`src/rtl/sisc_pkg.sv`:
```
// Shared SISC definitions: arbiter state encoding, owner codes and wait-counter width.
package sisc_pkg;

    localparam int LAT_W = 4;

    typedef enum logic [1:0] {
        ST_IDLE   = 2'd0,
        ST_ACCESS = 2'd1,
        ST_WAIT   = 2'd2,
        ST_DONE   = 2'd3
    } state_t;

    typedef enum logic [1:0] {
        OWN_NONE = 2'd0,
        OWN_IF   = 2'd1,
        OWN_DM   = 2'd2
    } owner_t;

endpackage

```
`src/rtl/mem_arb_pick.sv`:
```
// Combinational winner select between fetch and data requests.
// last_dm=0 gives data-over-fetch priority on a tie; last_dm=1 hands the tie to fetch.
module mem_arb_pick
    import sisc_pkg::*;
(
    input  logic   if_req,
    input  logic   dm_req,
    input  logic   last_dm,
    output owner_t grant
);

    always_comb begin
        grant = OWN_NONE;
        if (if_req && dm_req) begin
            grant = last_dm ? OWN_IF : OWN_DM;
        end else if (dm_req) begin
            grant = OWN_DM;
        end else if (if_req) begin
            grant = OWN_IF;
        end
    end

endmodule

```
`src/rtl/mem_arb.sv`:
```
// Single-port memory sequencer/arbiter for the fetch and data ports of SISC.
// Define MEM_ARB_RR_EN for round-robin tie-break instead of fixed data-over-fetch priority.
//
// state     | meaning
// ST_IDLE   | no access; arbitrate requests, latch winner's address/data/we
// ST_ACCESS | mem_en strobe for exactly this cycle, load wait counter
// ST_WAIT   | count down memory latency; capture mem_rdata when counter is 0
// ST_DONE   | one-cycle ack to the owner, then back to idle
module mem_arb
    import sisc_pkg::*;
#(
    parameter int AW      = 16,
    parameter int DW      = 32,
    parameter int MEM_LAT = 2
) (
    input  logic          clk,
    input  logic          rst_f,
    input  logic          if_req,
    input  logic [AW-1:0] if_addr,
    output logic [DW-1:0] if_rdata,
    output logic          if_ack,
    input  logic          dm_req,
    input  logic          dm_we,
    input  logic [AW-1:0] dm_addr,
    input  logic [DW-1:0] dm_wdata,
    output logic [DW-1:0] dm_rdata,
    output logic          dm_ack,
    output logic          mem_en,
    output logic          mem_we,
    output logic [AW-1:0] mem_addr,
    output logic [DW-1:0] mem_wdata,
    input  logic [DW-1:0] mem_rdata,
    output logic          busy,
    output logic [1:0]    owner
);

    if (MEM_LAT < 1 || MEM_LAT > 15) begin : g_bad_lat
        $error("mem_arb: MEM_LAT must lie in 1..15");
    end

    localparam logic [LAT_W-1:0] LAT_LOAD = LAT_W'(MEM_LAT - 1);

    state_t            state_q, state_d;
    owner_t            owner_q, owner_d;
    logic [LAT_W-1:0]  cnt_q, cnt_d;
    logic              we_q, we_d;
    logic              mem_en_q, mem_en_d;
    logic              mem_we_q, mem_we_d;
    logic [AW-1:0]     mem_addr_q, mem_addr_d;
    logic [DW-1:0]     mem_wdata_q, mem_wdata_d;
    logic [DW-1:0]     if_rdata_q, if_rdata_d;
    logic [DW-1:0]     dm_rdata_q, dm_rdata_d;
    logic              if_ack_q, if_ack_d;
    logic              dm_ack_q, dm_ack_d;
    logic              busy_q, busy_d;
    owner_t            grant;
    logic              last_dm;

`ifdef MEM_ARB_RR_EN
    logic last_dm_q, last_dm_d;

    always_comb begin
        last_dm_d = last_dm_q;
        if (state_q == ST_DONE) begin
            last_dm_d = (owner_q == OWN_DM);
        end
    end

    always_ff @(posedge clk) begin
        if (rst_f) begin
            last_dm_q <= 1'b0;
        end else begin
            last_dm_q <= last_dm_d;
        end
    end

    assign last_dm = last_dm_q;
`else
    assign last_dm = 1'b0;
`endif

    mem_arb_pick u_pick (
        .if_req  (if_req),
        .dm_req  (dm_req),
        .last_dm (last_dm),
        .grant   (grant)
    );

    always_comb begin
        state_d     = state_q;
        owner_d     = owner_q;
        cnt_d       = cnt_q;
        we_d        = we_q;
        mem_en_d    = 1'b0;
        mem_we_d    = 1'b0;
        mem_addr_d  = mem_addr_q;
        mem_wdata_d = mem_wdata_q;
        if_rdata_d  = if_rdata_q;
        dm_rdata_d  = dm_rdata_q;
        if_ack_d    = 1'b0;
        dm_ack_d    = 1'b0;
        case (state_q)
            ST_IDLE: begin
                owner_d = OWN_NONE;
                if (grant != OWN_NONE) begin
                    state_d  = ST_ACCESS;
                    owner_d  = grant;
                    mem_en_d = 1'b1;
                    if (grant == OWN_DM) begin
                        we_d        = dm_we;
                        mem_we_d    = dm_we;
                        mem_addr_d  = dm_addr;
                        mem_wdata_d = dm_wdata;
                    end else begin
                        we_d       = 1'b0;
                        mem_addr_d = if_addr;
                    end
                end
            end
            ST_ACCESS: begin
                state_d = ST_WAIT;
                cnt_d   = LAT_LOAD;
            end
            ST_WAIT: begin
                // counter reaches 0 exactly in the cycle mem_rdata is valid
                if (cnt_q == '0) begin
                    state_d = ST_DONE;
                    if (owner_q == OWN_IF) begin
                        if_rdata_d = mem_rdata;
                        if_ack_d   = 1'b1;
                    end else begin
                        if (!we_q) begin
                            dm_rdata_d = mem_rdata;
                        end
                        dm_ack_d = 1'b1;
                    end
                end else begin
                    cnt_d = cnt_q - LAT_W'(1);
                end
            end
            ST_DONE: begin
                state_d = ST_IDLE;
                owner_d = OWN_NONE;
            end
            default: begin
                state_d = ST_IDLE;
                owner_d = OWN_NONE;
            end
        endcase
        busy_d = (state_d != ST_IDLE);
    end

    always_ff @(posedge clk) begin
        if (rst_f) begin
            state_q     <= ST_IDLE;
            owner_q     <= OWN_NONE;
            cnt_q       <= '0;
            we_q        <= 1'b0;
            mem_en_q    <= 1'b0;
            mem_we_q    <= 1'b0;
            mem_addr_q  <= '0;
            mem_wdata_q <= '0;
            if_rdata_q  <= '0;
            dm_rdata_q  <= '0;
            if_ack_q    <= 1'b0;
            dm_ack_q    <= 1'b0;
            busy_q      <= 1'b0;
        end else begin
            state_q     <= state_d;
            owner_q     <= owner_d;
            cnt_q       <= cnt_d;
            we_q        <= we_d;
            mem_en_q    <= mem_en_d;
            mem_we_q    <= mem_we_d;
            mem_addr_q  <= mem_addr_d;
            mem_wdata_q <= mem_wdata_d;
            if_rdata_q  <= if_rdata_d;
            dm_rdata_q  <= dm_rdata_d;
            if_ack_q    <= if_ack_d;
            dm_ack_q    <= dm_ack_d;
            busy_q      <= busy_d;
        end
    end

    assign mem_en    = mem_en_q;
    assign mem_we    = mem_we_q;
    assign mem_addr  = mem_addr_q;
    assign mem_wdata = mem_wdata_q;
    assign if_rdata  = if_rdata_q;
    assign dm_rdata  = dm_rdata_q;
    assign if_ack    = if_ack_q;
    assign dm_ack    = dm_ack_q;
    assign busy      = busy_q;
    assign owner     = owner_q;

endmodule

```
`config.mk`:
```
export PLATFORM = sky130hd
export DESIGN_NAME = mem_arb
export DESIGN_NICKNAME = d
export VERILOG_FILES = /design/src/rtl/sisc_pkg.sv /design/src/rtl/mem_arb_pick.sv /design/src/rtl/mem_arb.sv
export SDC_FILE = /design/constraint.sdc
export NUM_CORES = 1
export LEC_CHECK = 0
export CORE_AREA = 2 2 109 111
export CTS_CLUSTER_DIAMETER = 60
export DETAILED_ROUTE_END_ITERATION = 8
export DIE_AREA = 0 0 111 113
export PLACE_DENSITY = 0.92
export SLEW_MARGIN = 40
export SYNTH_ARGS = -nofsm -noshare
export SYNTH_HDL_FRONTEND = slang
export SYNTH_SLANG_ARGS = --single-unit
```
`constraint.sdc`:
```
create_clock -name clk -period 4 [get_ports clk]
set_clock_uncertainty 0.15 [all_clocks]
set_input_delay 0.6 -clock clk [delete_from_list [all_inputs] [get_ports clk]]
set_output_delay 0.6 -clock clk [all_outputs]
set_load 0.05 [all_outputs]
```
clock_wires.png
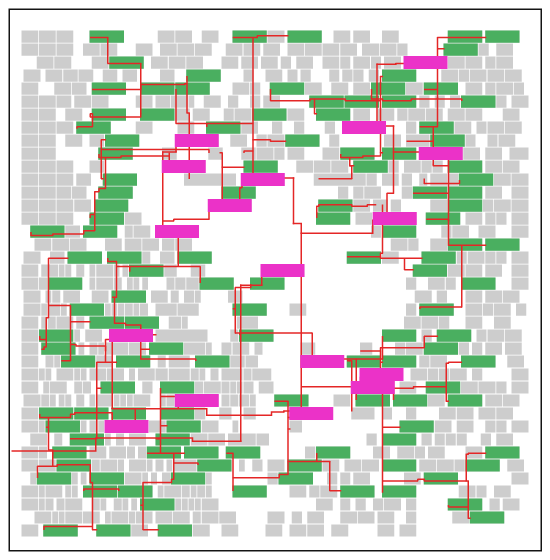
- green: flip-flops (count 126)
- magenta: clock-net drivers (count 17)
- red: clock wires (length 1500 um)
- routed clock nets: 18
- flops lie: spread over the die
power of the clock network: 1.62 mW
clock power share: 0.313
worst skew pair latency: 0.40 ns

layers.png
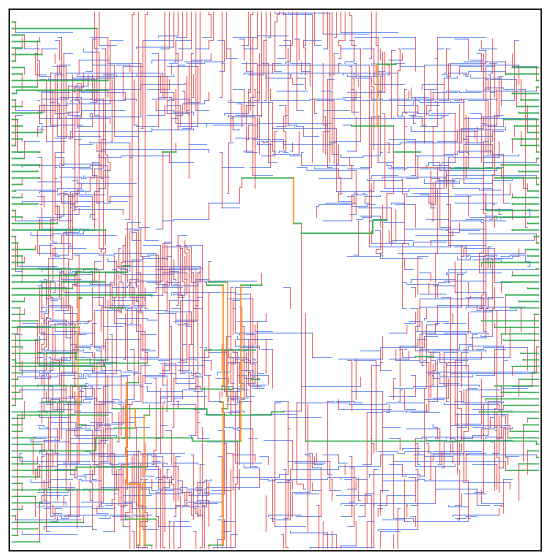
- blue: M1 (wire length 5430 um)
- orange: M4 (wire length 227 um)
- red: M2 (wire length 6850 um)
- green: M3 (wire length 1150 um)
WL final: 13700 um
Vias: 4350

congestion_map.png
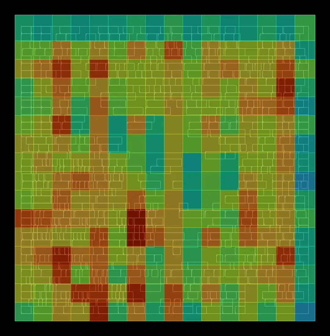
met3 Use GR: 0.0766
wire per inst: 15.7 um
met2 usage: 0.390
GRT Util Overall: 0.218
most used routing layer: met2

==> Slide: Implementation Results <==
Key Metrics from the Run

Finish
  • Filler Cells Inserted: between 700 and 800
  • Most used logic cell in the final layout: clkdlybuf4s50_1
  • Fin util: 0.700
  • Register area: 2520 um2
  • Flop share of the area: 0.320
  • Number of non-clock inverters: 7
  • Top cells excl fill/tap: 218 x clkdlybuf4s50_1, 126 x dfxtp_1, 98 x nand2b_1, 80 x mux2i_1, 65 x nand2_1
  • Layout clock area frac: 0.0805
  • Area grow syn2layout: 57.0%

Clocking
  • Longest Clk Path Bufs: 2
  • H-Tree Depth: 4
  • CTS tree: built
  • CTS Root Cell: clkbuf_16
  • Hold-fix buffers at CTS: 0
  • CTS sink count: 126

Critical path
  • CP max-delay cell: clkdlybuf4s50_1
  • Worst r2r src: cnt_q[0]
  • WP depth: 1
  • Crit path from: mem_wdata[8]
  • Buffer-and-inverter tally for the worst setup path: 1
  • R2R Path End: if_rdata[13]
  • Slowest stage delay, CP: roughly 0.8 ns
  • Crit path max-delay family: buffers and inverters
  • Worst-path cell chain: clkdlybuf4s50_1

Power and ir drop
  • P_leak: 3.06 nW
  • Logic power comb: 1.93 mW
  • VDD IR max: 379 uV
  • Internal power: ~3.2 mW
  • Seq power: about 1.6 mW
  • Comb power frac: 0.374

Route
  • Highest metal used: met4
  • Drt first-iter violations: about 230
  • Routed Antenna Nets: 0
  • Metal1 wirelength: around 5400 um

Synthesis
  • Mapped Area: 5020 um2
  • Synth Area in Adders: 0.0149
  • Avg Cell Area, Syn: a little under 10 um2
  • #FFs+latches synth: 126
  • Yosys warning count: 0
  • Yosys Chip Area: between 5000 and 6000 um2
  • Cell Type Count: 32
  • Yosys stat cell total: about 510
  • Top cells, area: dfxtp_1 50%, mux2i_1 16%, nand2b_1 12%
  • Multiplexer share: 0.159
  • Top cell area share: 0.502
  • Post-Syn Nets: between 600 and 700

Worst hold path
  • Endpoint of the worst hold path: mem_wdata[18]
  • Hold crit path type: flop to flop
  • Startpoint of the worst hold path: mem_wdata[18]

STA
  • Max_slew headroom: 0.478
  • Max-slew violation count: 0
  • Worst Max-Slew Pin Slew: about 0.78 ns
  • Unrepaired setup endpoints after global routing: false
  • Hold slack: about 0.31 ns
  • Fin crit share: 0.588
  • Final Hold Violation Tally: 0
  • Final setup fails: 0

Placed design
  • Routability cong.: about 0.8

Job
  • OpenROAD warning count: 32

Floorplanning
  • Core ar.: around 11000 um2
  • Die Width: roughly 110 um
  • DIE AREA: between 10000 and 15000 um2
  • IO Pins: about 220

GRT
  • Vias in the first global route: ~4500
  • Grt met1 use: 0.238

Run status
  • Status: finished, final reports clean
Power is estimated from default activity; no workload was simulated.
